Figure 1. Cell area per tile.
The die is cut into 8 by 8 equal tiles; white is low, dark blue is high, 0 to 100% covered.
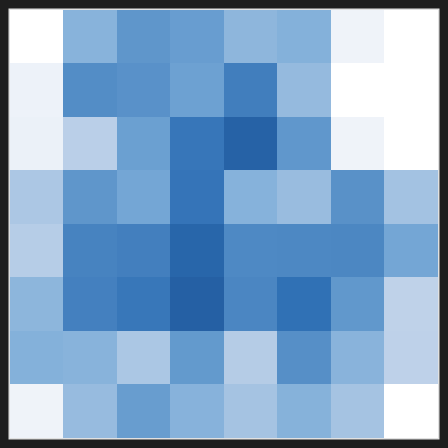
Figure 2. Met1 routing.
Supply wires on this layer in grey.
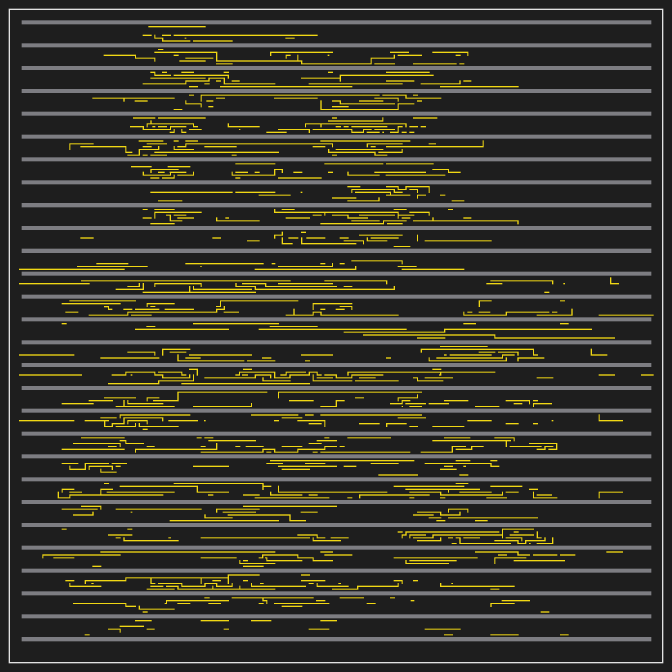
Figure 3. Track usage over the die.
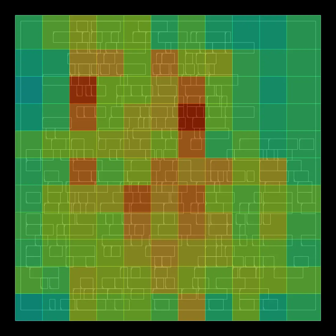
Figure 4. Cell classes on the final placement.
Bar = 20 um. Fill, decap, tap and diode cells in grey.
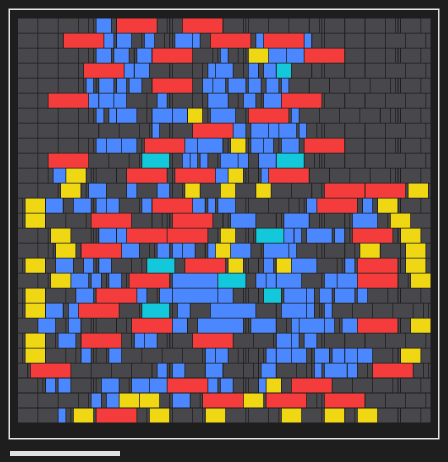
File: config.mk
export PLATFORM = sky130hd
export DESIGN_NAME = fnd_scan_controller
export DESIGN_NICKNAME = d
export VERILOG_FILES = /design/src/rtl/fnd_pkg.sv /design/src/rtl/fnd_bcd_to_font.sv /design/src/rtl/fnd_scan_controller.sv
export SDC_FILE = /design/constraint.sdc
export NUM_CORES = 1
export LEC_CHECK = 0
export CORE_MARGIN = 1
export CORE_UTILIZATION = 40
export DETAILED_ROUTE_END_ITERATION = 10
export SLEW_MARGIN = 0
export SYNTH_ARGS = -nofsm -noshare
export SYNTH_HDL_FRONTEND = slang
export SYNTH_SLANG_ARGS = --single-unit
export TNS_END_PERCENT = 30
File: constraint.sdc
create_clock -name i_clk -period 2.4 [get_ports i_clk]
set_input_delay 0.48 -clock i_clk [delete_from_list [all_inputs] [get_ports i_clk]]
set_output_delay 0.48 -clock i_clk [all_outputs]
set_load 0.03 [all_outputs]
File: src/rtl/fnd_pkg.sv
// Shared constants for the FND scan path: active-low segment fonts and digit enables.
package fnd_pkg;

  typedef logic [1:0] digit_idx_t;

  localparam digit_idx_t LAST_DIGIT = 2'd3;

  // Segment order {dp,g,f,e,d,c,b,a}; a 0 lights the segment.
  localparam logic [7:0] FONT_0    = 8'hC0;
  localparam logic [7:0] FONT_1    = 8'hF9;
  localparam logic [7:0] FONT_2    = 8'hA4;
  localparam logic [7:0] FONT_3    = 8'hB0;
  localparam logic [7:0] FONT_4    = 8'h99;
  localparam logic [7:0] FONT_5    = 8'h92;
  localparam logic [7:0] FONT_6    = 8'h82;
  localparam logic [7:0] FONT_7    = 8'hF8;
  localparam logic [7:0] FONT_8    = 8'h80;
  localparam logic [7:0] FONT_9    = 8'h90;
  localparam logic [7:0] FONT_DASH = 8'hBF;
  localparam logic [7:0] FONT_OFF  = 8'hFF;

  localparam logic [3:0] DIGIT_OFF = 4'b1111;

  // Element [i] is the enable pattern for digit index i.
  localparam logic [3:0][3:0] DIGIT_EN = {4'b0111, 4'b1011, 4'b1101, 4'b1110};

endpackage

File: src/rtl/fnd_bcd_to_font.sv
// Combinational BCD nibble to active-low seven-segment font; non-BCD codes show a dash.
module fnd_bcd_to_font
  import fnd_pkg::*;
(
  input  logic [3:0] i_nibble,
  output logic [7:0] o_font
);

  always_comb begin
    o_font = FONT_DASH;
    case (i_nibble)
      4'd0: o_font = FONT_0;
      4'd1: o_font = FONT_1;
      4'd2: o_font = FONT_2;
      4'd3: o_font = FONT_3;
      4'd4: o_font = FONT_4;
      4'd5: o_font = FONT_5;
      4'd6: o_font = FONT_6;
      4'd7: o_font = FONT_7;
      4'd8: o_font = FONT_8;
      4'd9: o_font = FONT_9;
      default: o_font = FONT_DASH;
    endcase
  end

endmodule

File: src/rtl/fnd_scan_controller.sv
// 4-digit common-anode FND scanner with per-frame snapshot and leading-zero blanking.
// Defining FND_DECIMAL_POINT_EN adds the i_dp per-digit decimal point input.
module fnd_scan_controller
  import fnd_pkg::*;
#(
  parameter int P_SCAN_DIV = 100000,
  parameter int P_LZB      = 1
) (
  input  logic        i_clk,
  input  logic        i_reset,
  input  logic [15:0] i_bcd,
`ifdef FND_DECIMAL_POINT_EN
  input  logic [3:0]  i_dp,
`endif
  input  logic        i_blank,
  output logic [1:0]  o_digitSelect,
  output logic [3:0]  o_digit,
  output logic [7:0]  o_font,
  output logic        o_frame_tick
);

  localparam int CW = (P_SCAN_DIV > 1) ? $clog2(P_SCAN_DIV) : 1;
  localparam logic [CW-1:0] CNT_LAST = CW'(P_SCAN_DIV - 1);

  logic [CW-1:0] cnt_q, cnt_d;
  digit_idx_t    idx_q, idx_d;
  logic [15:0]   snap_q, snap_d;
  logic [3:0]    digit_q, digit_d;
  logic [7:0]    font_q, font_d;
  logic          tick_q, tick_d;
  logic [3:0]    dp_sel;

  logic          slot_tick;
  logic          frame_wrap;
  logic [3:0]    cur_nibble;
  logic [7:0]    font_raw;
  logic [3:0]    nib_zero;
  logic [3:0]    lz_mask;
  logic          digit_off;

`ifdef FND_DECIMAL_POINT_EN
  logic [3:0] dp_q, dp_d;

  always_comb begin
    dp_d = frame_wrap ? i_dp : dp_q;
  end

  always_ff @(posedge i_clk) begin
    if (i_reset) dp_q <= 4'b0000;
    else         dp_q <= dp_d;
  end

  assign dp_sel = dp_q;
`else
  assign dp_sel = 4'b0000;
`endif

  assign slot_tick  = (cnt_q == CNT_LAST);
  assign frame_wrap = slot_tick && (idx_q == LAST_DIGIT);
  assign cur_nibble = snap_q[{idx_q, 2'b00} +: 4];

  fnd_bcd_to_font u_font (
    .i_nibble (cur_nibble),
    .o_font   (font_raw)
  );

  always_comb begin
    for (int k = 0; k < 4; k++) begin
      nib_zero[k] = (snap_q[4*k +: 4] == 4'h0);
    end
  end

  // A digit is leading-zero blanked only if it and all more-significant nibbles are zero.
  always_comb begin
    lz_mask = 4'b0000;
    if (P_LZB != 0) begin
      lz_mask[3] = nib_zero[3] & ~dp_sel[3];
      lz_mask[2] = nib_zero[3] & nib_zero[2] & ~dp_sel[2];
      lz_mask[1] = nib_zero[3] & nib_zero[2] & nib_zero[1] & ~dp_sel[1];
    end
  end

  always_comb begin
    cnt_d     = slot_tick ? '0 : cnt_q + CW'(1);
    idx_d     = slot_tick ? idx_q + 2'd1 : idx_q;
    snap_d    = frame_wrap ? i_bcd : snap_q;
    tick_d    = frame_wrap;
    digit_off = i_blank | lz_mask[idx_q];
    digit_d   = DIGIT_EN[idx_q];
    font_d    = {font_raw[7] & ~dp_sel[idx_q], font_raw[6:0]};
    if (digit_off) begin
      digit_d = DIGIT_OFF;
      font_d  = FONT_OFF;
    end
  end

  always_ff @(posedge i_clk) begin
    if (i_reset) begin
      cnt_q   <= '0;
      idx_q   <= 2'd0;
      snap_q  <= 16'h0000;
      digit_q <= DIGIT_OFF;
      font_q  <= FONT_OFF;
      tick_q  <= 1'b0;
    end else begin
      cnt_q   <= cnt_d;
      idx_q   <= idx_d;
      snap_q  <= snap_d;
      digit_q <= digit_d;
      font_q  <= font_d;
      tick_q  <= tick_d;
    end
  end

  assign o_digitSelect = idx_q;
  assign o_digit       = digit_q;
  assign o_font        = font_q;
  assign o_frame_tick  = tick_q;

endmodule

==> summary.txt <==
impl run done, here's what came out: yosys cell count=241, Net Count, Synth=271, hold path start=snap_q[3], ys async rst share=0, sequential area share after synthesis=0.411, clk ins delay skew pair=0.30 ns, Sw Ratio=0.232, mux share=0.0623, Routed Antenna Nets=0, clock-cell share of area=0.0357, R2R cell count=7, combinational share of cell area=0.434, CP Launch Type=register, static leakage power=0.960 nW, overall power=about 0.0014 W, post-layout min period=about 2.1 ns, CP max stage cell=clkdlybuf4s50_1, post-CTS setup buffer count=0, Overflow after GRT=0, Leading cell kind=logic gates, commonest cells in the netlist=47 x dfxtp_1, 17 x nand2b_1, 17 x nand4b_1, 16 x nor2_1, 16 x o21ai_0, Worst R2R Start=o_digitSelect[1], Period Utilization, post-route=0.881, XOR Share, Synth=0.0383, number of max-cap violations=0, Worst Path Arrival=1.63 ns, inverter count=9, crit path launch=o_digitSelect[1], most used flip-flop cell=dfxtp_1, Final Max Tran Viols=0, Max Root-Sink Buffers=2, die span in x=77.6 um, cell taking the most area after synthesis=dfxtp_1, I/O pin cnt=34, Top delay family on crit path=buffers and inverters, Final #Nets=301, Max Fclk=0.473 GHz, Syn Inst Count=about 240, number of flops mapped to enable cells by yosys=0, simple share=0.265, Syn Std Cell Area=2290 um^2, status=finished clean, CTS buffer count=5, Max FO, Critical Path=6, first-pass GRT wire length=7.84 mm, HP Class=register to register, unrepaired setup endpoints after global routing=false, Seq cells post-synth=47, placed standard-cell area=2670 um^2, filler instances=521, largest net degree at the start of global routing=36, multi-input gates=165, n_diodes=0, # H-tree levels=2, cts hold-fix bufs=0, Syn-to-layout area delta=21.0%, synth unique cells=40, Worst Path Buf+Inv=2, sequential power share=0.568, synth warn=0, Log Warnings=34, share of post-route cells with drive strength above 1=0.110, top-count cell post-synth=dfxtp_1, Dominant cell area share=0.411, vias in the first global route=1646, r2r setup slk=0.39 ns, register clock-pin slew on the reported worst setup and hold paths=0.09 ns, kind of end point of the critical path=output pin, GRT busiest layer=met2, NonClk Buf Share=0.146, top cells, area=dfxtp_1 41%, nand4b_1 6.5%, ha_1 6.0%, # clock sinks=47, clock share of power=0.365, Die Height=between 70 and 80 um, Sequential cell area=between 900 and 1000 um^2, initial antenna violation count=0
-- Figure 1 (at the start) --
4.7% of the tiles are over 75% full. The fullest tile reaches 81%. 9.4% of the tiles are nearly empty.
core area: 5510 um^2
Pre-Place Util: 0.416
Util after Layout: 0.503

-- Figure 2 (at the start) --
The layer carries 2390 um of wire. The wires run mostly horizontal. The layer holds 54% of the routed length. 269 nets have wire on it. The longest straight run is 24.8 um.
grt met1 use: 0.230
Post-Route WL: 4.43 mm
routed via count: 1765

-- Figure 3 (at the start) --
total track usage: 0.163
met3 usage: 0.0435
wire per inst: 12.9 um
GRT met2 Usage: 0.239

-- Figure 4 (at the start) --
Blue shows remaining logic cells, cells 174, share of their area 46%. Red shows registers, cells 47, share of their area 35%. Yellow shows remaining buffers and delay cells, cells 43, share of their area 15%. Cyan shows clock drivers and dummy loads, cells 8, share of their area 3.7%.
# rows: 27
design area: 2770 um^2
register share of the cell area: 0.340

[cells in the final DEF (no fill, tap or decap), types with 2 or more instances in the layout]
master / instances
or4_1: 7
a21oi_1: 8
nor2b_1: 2
a211oi_1: 2
inv_1: 9
clkbuf_8: 6
xor2_1: 8
nand3_1: 13
nor2_1: 16
o31ai_1: 5
xnor2_1: 2
buf_4: 11
o21ai_0: 16
nand2_1: 2
mux2i_1: 3
nand4_1: 6
ha_1: 11
dfxtp_1: 47
or2_2: 3
nand4b_1: 17
or4b_1: 2
clkdlybuf4s50_1: 32
and3_1: 3
o211ai_1: 4
mux2_2: 2
mux4_2: 4
nand2b_1: 17
nor3_1: 2
[flip-flops by register name (all words and copies together), names as in the netlist]
name,flops
o_digit,4
cnt_q,17
o_font,7
o_digitSelect,2
snap_q,16
o_frame_tick,1
[stage by stage]
stage	cells	hold slack (ns)	setup slack (ns)
final	344	0.480	0.286
after global routing	344	0.505	0.190
after CTS	344	0.483	0.267
after detailed placement	336	0.465	0.382
after global placement	336	0.471	0.437
after floorplan	241	0.446	0.0508
[routing by layer]
layer / vias up / part of all wire / wire [um]
met2: 34 / 0.42 / 1850
met5: - / 0 / 0
met4: 0 / 0.0086 / 38
met1: 815 / 0.54 / 2390
li1: 914 / - / -
met3: 2 / 0.034 / 152
[power groups by stage]
| stage | Combinational [W] | Clock, W | Sequential, W |
|---|---|---|---|
| 2_1_floorplan | 0.0000368 | 0 | 0.000828 |
| 4_1_cts | 0.0000951 | 0.000534 | 0.000799 |
| 5_1_grt | 0.000102 | 0.000572 | 0.000801 |
| 6_report | 0.0000942 | 0.000512 | 0.000799 |
| 3_3_place_gp | 0.0000943 | 0 | 0.000817 |
| 3_5_place_dp | 0.0000948 | 0 | 0.000817 |
Power is estimated from default activity; no workload was simulated.
